### src/rtl/power_state_controller.sv
// Power-state sequencer: steps a sensor between ACTIVE, IDLE, SLEEP and WAKING
// from activity, wake and security inputs, gating the sensor supply and clock.
//
// state  | meaning
// -------+---------------------------------------------------------------
// ACTIVE | sensor fully on; counting quiet cycles toward IDLE
// IDLE   | sensor still on; counting quiet cycles toward SLEEP
// SLEEP  | sensor supply and clock off; counting toward a periodic poll
// WAKING | supply on, clock still gated while the sensor settles
module power_state_controller #(
   parameter logic [15:0] IDLE_CYCLES   = 16'd1000,
   parameter logic [15:0] SLEEP_CYCLES  = 16'd10000,
   parameter logic [15:0] POLL_CYCLES   = 16'd50000,
   parameter logic [15:0] SETTLE_CYCLES = 16'd8
) (
   input  logic       clock,
   input  logic       reset_n,
   input  logic       enable,
   input  logic       activity,
   input  logic       ext_wake,
   input  logic       security_violation,
   output logic [1:0] power_state,
   output logic       wakeup_event,
   output logic       sensor_power_en,
   output logic       sensor_clk_en
);

   typedef enum logic [1:0] {
      ST_ACTIVE = 2'b00,
      ST_IDLE   = 2'b01,
      ST_SLEEP  = 2'b10,
      ST_WAKING = 2'b11
   } state_t;

   // Terminal counts; a parameter of 0 behaves like 1 so the counter never wraps.
   localparam logic [15:0] IDLE_TC   = (IDLE_CYCLES   < 16'd2) ? 16'd0 : IDLE_CYCLES   - 16'd1;
   localparam logic [15:0] SLEEP_TC  = (SLEEP_CYCLES  < 16'd2) ? 16'd0 : SLEEP_CYCLES  - 16'd1;
   localparam logic [15:0] POLL_TC   = (POLL_CYCLES   < 16'd2) ? 16'd0 : POLL_CYCLES   - 16'd1;
   localparam logic [15:0] SETTLE_TC = (SETTLE_CYCLES < 16'd2) ? 16'd0 : SETTLE_CYCLES - 16'd1;

   state_t      state_q, state_d;
   logic [15:0] cnt_q, cnt_d;
   logic        wake_q, wake_d;
   logic        pwr_en_q, pwr_en_d;
   logic        clk_en_q, clk_en_d;

   always_comb begin
      state_d = state_q;
      cnt_d   = cnt_q + 16'd1;
      wake_d  = 1'b0;
      if (!enable) begin
         state_d = ST_ACTIVE;
         cnt_d   = 16'd0;
      end else begin
         unique case (state_q)
            ST_ACTIVE: begin
               if (activity) begin
                  cnt_d = 16'd0;
               end else if (cnt_q == IDLE_TC) begin
                  state_d = ST_IDLE;
                  cnt_d   = 16'd0;
               end
            end
            ST_IDLE: begin
               if (security_violation || activity) begin
                  state_d = ST_ACTIVE;
                  cnt_d   = 16'd0;
               end else if (cnt_q == SLEEP_TC) begin
                  state_d = ST_SLEEP;
                  cnt_d   = 16'd0;
               end
            end
            ST_SLEEP: begin
               // All wake causes merge into one transition and one pulse.
               if (security_violation || ext_wake || (cnt_q == POLL_TC)) begin
                  state_d = ST_WAKING;
                  cnt_d   = 16'd0;
                  wake_d  = 1'b1;
               end
            end
            ST_WAKING: begin
               if (cnt_q == SETTLE_TC) begin
                  state_d = ST_ACTIVE;
                  cnt_d   = 16'd0;
               end
            end
            default: begin
               state_d = ST_ACTIVE;
               cnt_d   = 16'd0;
            end
         endcase
      end
      pwr_en_d = (state_d != ST_SLEEP);
      clk_en_d = (state_d == ST_ACTIVE) || (state_d == ST_IDLE);
   end

   always_ff @(posedge clock or negedge reset_n) begin
      if (!reset_n) begin
         state_q  <= ST_ACTIVE;
         cnt_q    <= 16'd0;
         wake_q   <= 1'b0;
         pwr_en_q <= 1'b1;
         clk_en_q <= 1'b1;
      end else begin
         state_q  <= state_d;
         cnt_q    <= cnt_d;
         wake_q   <= wake_d;
         pwr_en_q <= pwr_en_d;
         clk_en_q <= clk_en_d;
      end
   end

   assign power_state     = state_q;
   assign wakeup_event    = wake_q;
   assign sensor_power_en = pwr_en_q;
   assign sensor_clk_en   = clk_en_q;

endmodule

### config.mk
export PLATFORM = sky130hd
export DESIGN_NAME = power_state_controller
export DESIGN_NICKNAME = d
export VERILOG_FILES = /design/src/rtl/power_state_controller.sv
export SDC_FILE = /design/constraint.sdc
export NUM_CORES = 1
export LEC_CHECK = 0
export CAP_MARGIN = 20
export CELL_PAD_IN_SITES_DETAIL_PLACEMENT = 2
export CELL_PAD_IN_SITES_GLOBAL_PLACEMENT = 2
export CORE_MARGIN = 1.5
export CORE_UTILIZATION = 35
export CTS_CLUSTER_SIZE = 14
export DETAILED_ROUTE_END_ITERATION = 7
export PLACE_DENSITY = 0.72
export SLEW_MARGIN = 0
export SYNTH_ARGS = -nofsm -noshare
export SYNTH_HDL_FRONTEND = slang
export SYNTH_SLANG_ARGS = --single-unit
### constraint.sdc
create_clock -name clock -period 2.4 [get_ports clock]
set_clock_uncertainty 0.15 [all_clocks]
set_input_delay 0.48 -clock clock [delete_from_list [all_inputs] [get_ports clock]]
set_output_delay 0.48 -clock clock [all_outputs]
set_load 0.05 [all_outputs]
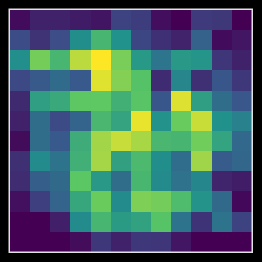
metal_density.png
(4 px per µm) The die is cut into 12 by 12 equal tiles; dark purple is low, yellow is high, scaled to the fullest tile. Values are wire area over tile area, all layers added.
The fullest tile reaches 0.28. The mean over all tiles is 0.11. 38% of the tiles are over half the peak.

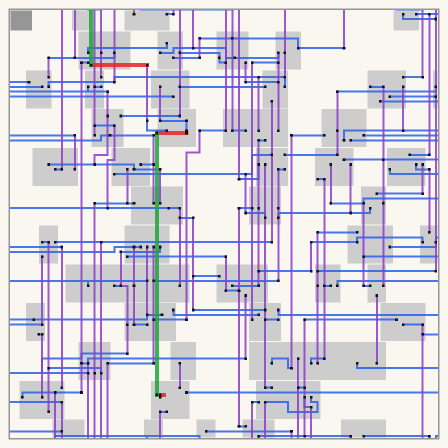
detail.png
Region (15, 15) to (45, 45) µm. Cells in gray, sequential cells in the stronger gray; small squares are vias.
Red shows metal 3. Purple shows metal 2. Blue shows metal 1. Green shows metal 4.
42 logic cells have their middle in the window. Sequential cells in the window: 0. Most frequent: nand4_1 (4).

==> changes_impl.md <==
### Metrics

* Iter 0 DRT Violations at 5
* Clock sink count at 21
* Row count at 20
* Share of the core filled by cells before placement at 37.1%
* Minimum setup slack after placement at 0.183 ns
* Classification of the worst-slack hold path: input port to async pin
* Worst-path maximum fanout at 8
* Height of the die at 60.4 µm
* Count of tool warnings at 26
* Number of DRC violations after detailed routing at 0
* Placer congestion estimate at 0.733
* Worst reg2reg path endpoint: cnt_q[8]
* Layout area overhead at 14.7%
* RSZ-0062 raised after global routing: no
* Sequential fraction of the synthesis area at 45.8%
* R2R depth at 6
* Iteration count of the initial detailed-routing pass at 3
* Outcome: finished clean
* Post-route cell area at 0.00132 mm²
* Fraction of synthesis flops using an asynchronous set or reset pin at 100%
* Crit path buf inv count at 1
* Main flop type after synthesis: dfrtp_1
* Peak Freq at 441 MHz
* Antenna diode instance count at 0
* Max_slew headroom at 66.6%
* Tightest Pin Transition at 0.499 ns
* Top-Level Pins at 11
* Most area-hungry cell type in the Yosys netlist: dfrtp_1
* Area of the core region at 0.00310 mm²
* Count of nets left with antenna violations after detail routing at 0
* Count of warnings emitted by yosys at 0
* Setup Fix Bufs, Post-CTS at 0
* Remaining global-route overflow at 0
* Maximum number of pins on one net before global-route repair at 22
* Longest Clk Path Bufs at 2
* Clock transition at the registers of the reported paths at 0.12 ns
* Combined flip-flop and latch cell area at 528 µm²
* Number of distinct library cells after synthesis at 37
* Mapped Nets at 124
* Setup TNS at 0 ns
* Total die size at 0.00365 mm²
* Port bufs at 10
* Gate count of the mapped netlist at 117
* Synthesized area divided by synthesized cell count at 9.85 µm²
* Clock insertion delay at the later pin of the skew report at 0.30 ns
* Final cycle utilization of the critical path at 94.5%
* R2r startpoint: cnt_q[0]
* Largest voltage drop on the vdd net at 0.204 mV
* TritonCTS clock tree: built
* Cell types with the largest area share after synthesis: dfrtp_1 (41%), nor2_1 (7.8%), xor2_1 (6.1%), dfstp_2 (4.6%), xnor2_1 (4.6%)
* Logic area at 584 µm²
* Post-CTS sizing at 0
* Number of synthesized flops with an enable pin at 0
* Root Driver: clkbuf_4
* Number of flip-flops and latches in the synthesized netlist at 21
* Highest-count cells in the layout ignoring fill and taps: nor2_1 (24), dfrtp_1 (19), clkdlybuf4s50_1 (10)
* Critical-path cell list: clkdlybuf4s50_1
* Post-detailed-route via-to-cell ratio at 5.07
* Leak at 0.520 nW
* Placed Area at 0.00129 mm²
* Startpoint-to-endpoint class of the critical path: flop to output port
* Final worst slack at 0.131 ns
* Synth top area share at 41.3%
* Fraction of final layout cells with drive strength greater than 1 at 12.4%
* Final Power at 0.560 mW
* Slowest stage delay, CP at 0.85 ns
* NumNets Final at 137
* Final number of hold-violating endpoints at 0
* Mapped cell area at 0.00115 mm²
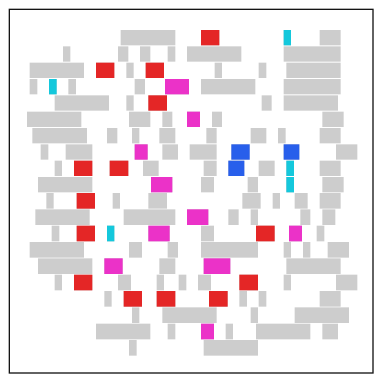
logic_types.png
(6 px per µm)
Cyan shows inv cells, cells 5, most used inv_1. Blue shows non-inverting ao/oa cells, cells 3. Red shows xor and xnor cells, cells 14, most used xor2_1. Magenta shows and/or cells, cells 10, most used and3_1.
final non-filler cell total: 173
most common cell after layout, fill and taps aside: nor2_1

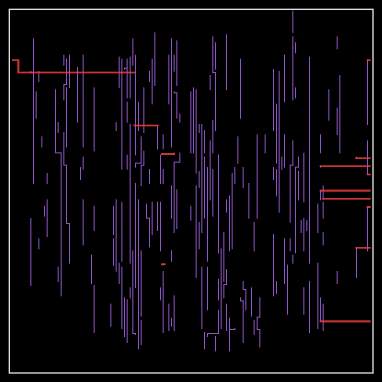
wires.png
(6 px per µm) Two of the layers only.
Purple shows metal 2, wire length 1,260 µm. Red shows metal 3, wire length 66.7 µm.
total track usage: 16.6%
DR WL/cell: 15.1 µm
overall via count from detail_route: 877
sum of routed wire length over all layers: 2620 µm

-- power breakdown --
group	internal [mW]	switching [mW]
clock network	0.0622	0.110
registers	0.356	0.00176
logic	0.0130	0.0176
-- synth_stat cells (2+ instances only) --
cell,count
and3_1,3
and4b_1,2
dfrtp_1,19
dfstp_2,2
inv_1,5
nand2_1,8
nand3_1,7
nand4_1,5
nor2_1,24
nor4_1,2
o21ai_0,2
xnor2_1,6
xor2_1,8
-- area by class of cell --
type / instances / share of cell area, %
clock buffer: 3 / 1.70
clock inverter: 1 / 0.379
inverter: 5 / 1.42
multi-input combinational: 88 / 44.2
sequential: 21 / 40.0
tap: 44 / 4.17
timing repair buffer: 11 / 8.14
-- routing by layer --
layer	GRT usage [%]	part of all wire, %	vias up
li1	-	-	428
met1	22.6	48	433
met2	28.0	48	12
met3	1.92	2.5	4
met4	4.76	1.0	0
met5	0	0	-
-- how the worst max path moves through the flow --
stage,start,end,slack [ns],cells past startpoint
after floorplan,power_state[0],cnt_q[8],0.48,6
after global placement,activity,cnt_q[10],0.20,5
after detailed placement,activity,cnt_q[10],0.18,5
after CTS,power_state[1],power_state[1],0.10,1
after global routing,cnt_q[0],cnt_q[10],0.008,6
final,power_state[1],power_state[1],0.13,1
-- flip-flops by register name (all words and copies together) (netlist names) --
register	flops
sensor_power_en	1
wakeup_event	1
sensor_clk_en	1
cnt_q	16
power_state	2
-- cells by family (layout without fill, tap and decap cells) --
kind of cell               after synthesis  count (layout)  synth area share, %
and+or+nand+nor                         64              64                 32.0
DFF                                     21              21                 45.8
xor gates and xnor gates                14              14                 10.6
AOI/OAI and AO/OA                        9               9                 6.95
buffers and inverters                    8              20                 3.47
adders and majority gates                1               1                 1.09
-- metrics by stage --
step	util [%]	hold slack (ns)
detailed placement	41.7	0.357
global route	42.6	0.364
CTS	42.6	0.363
global placement	41.7	0.323
floorplan	-	0.0344
finish	42.6	0.358
No activity file was given, so power comes from the tool's default toggle rates.
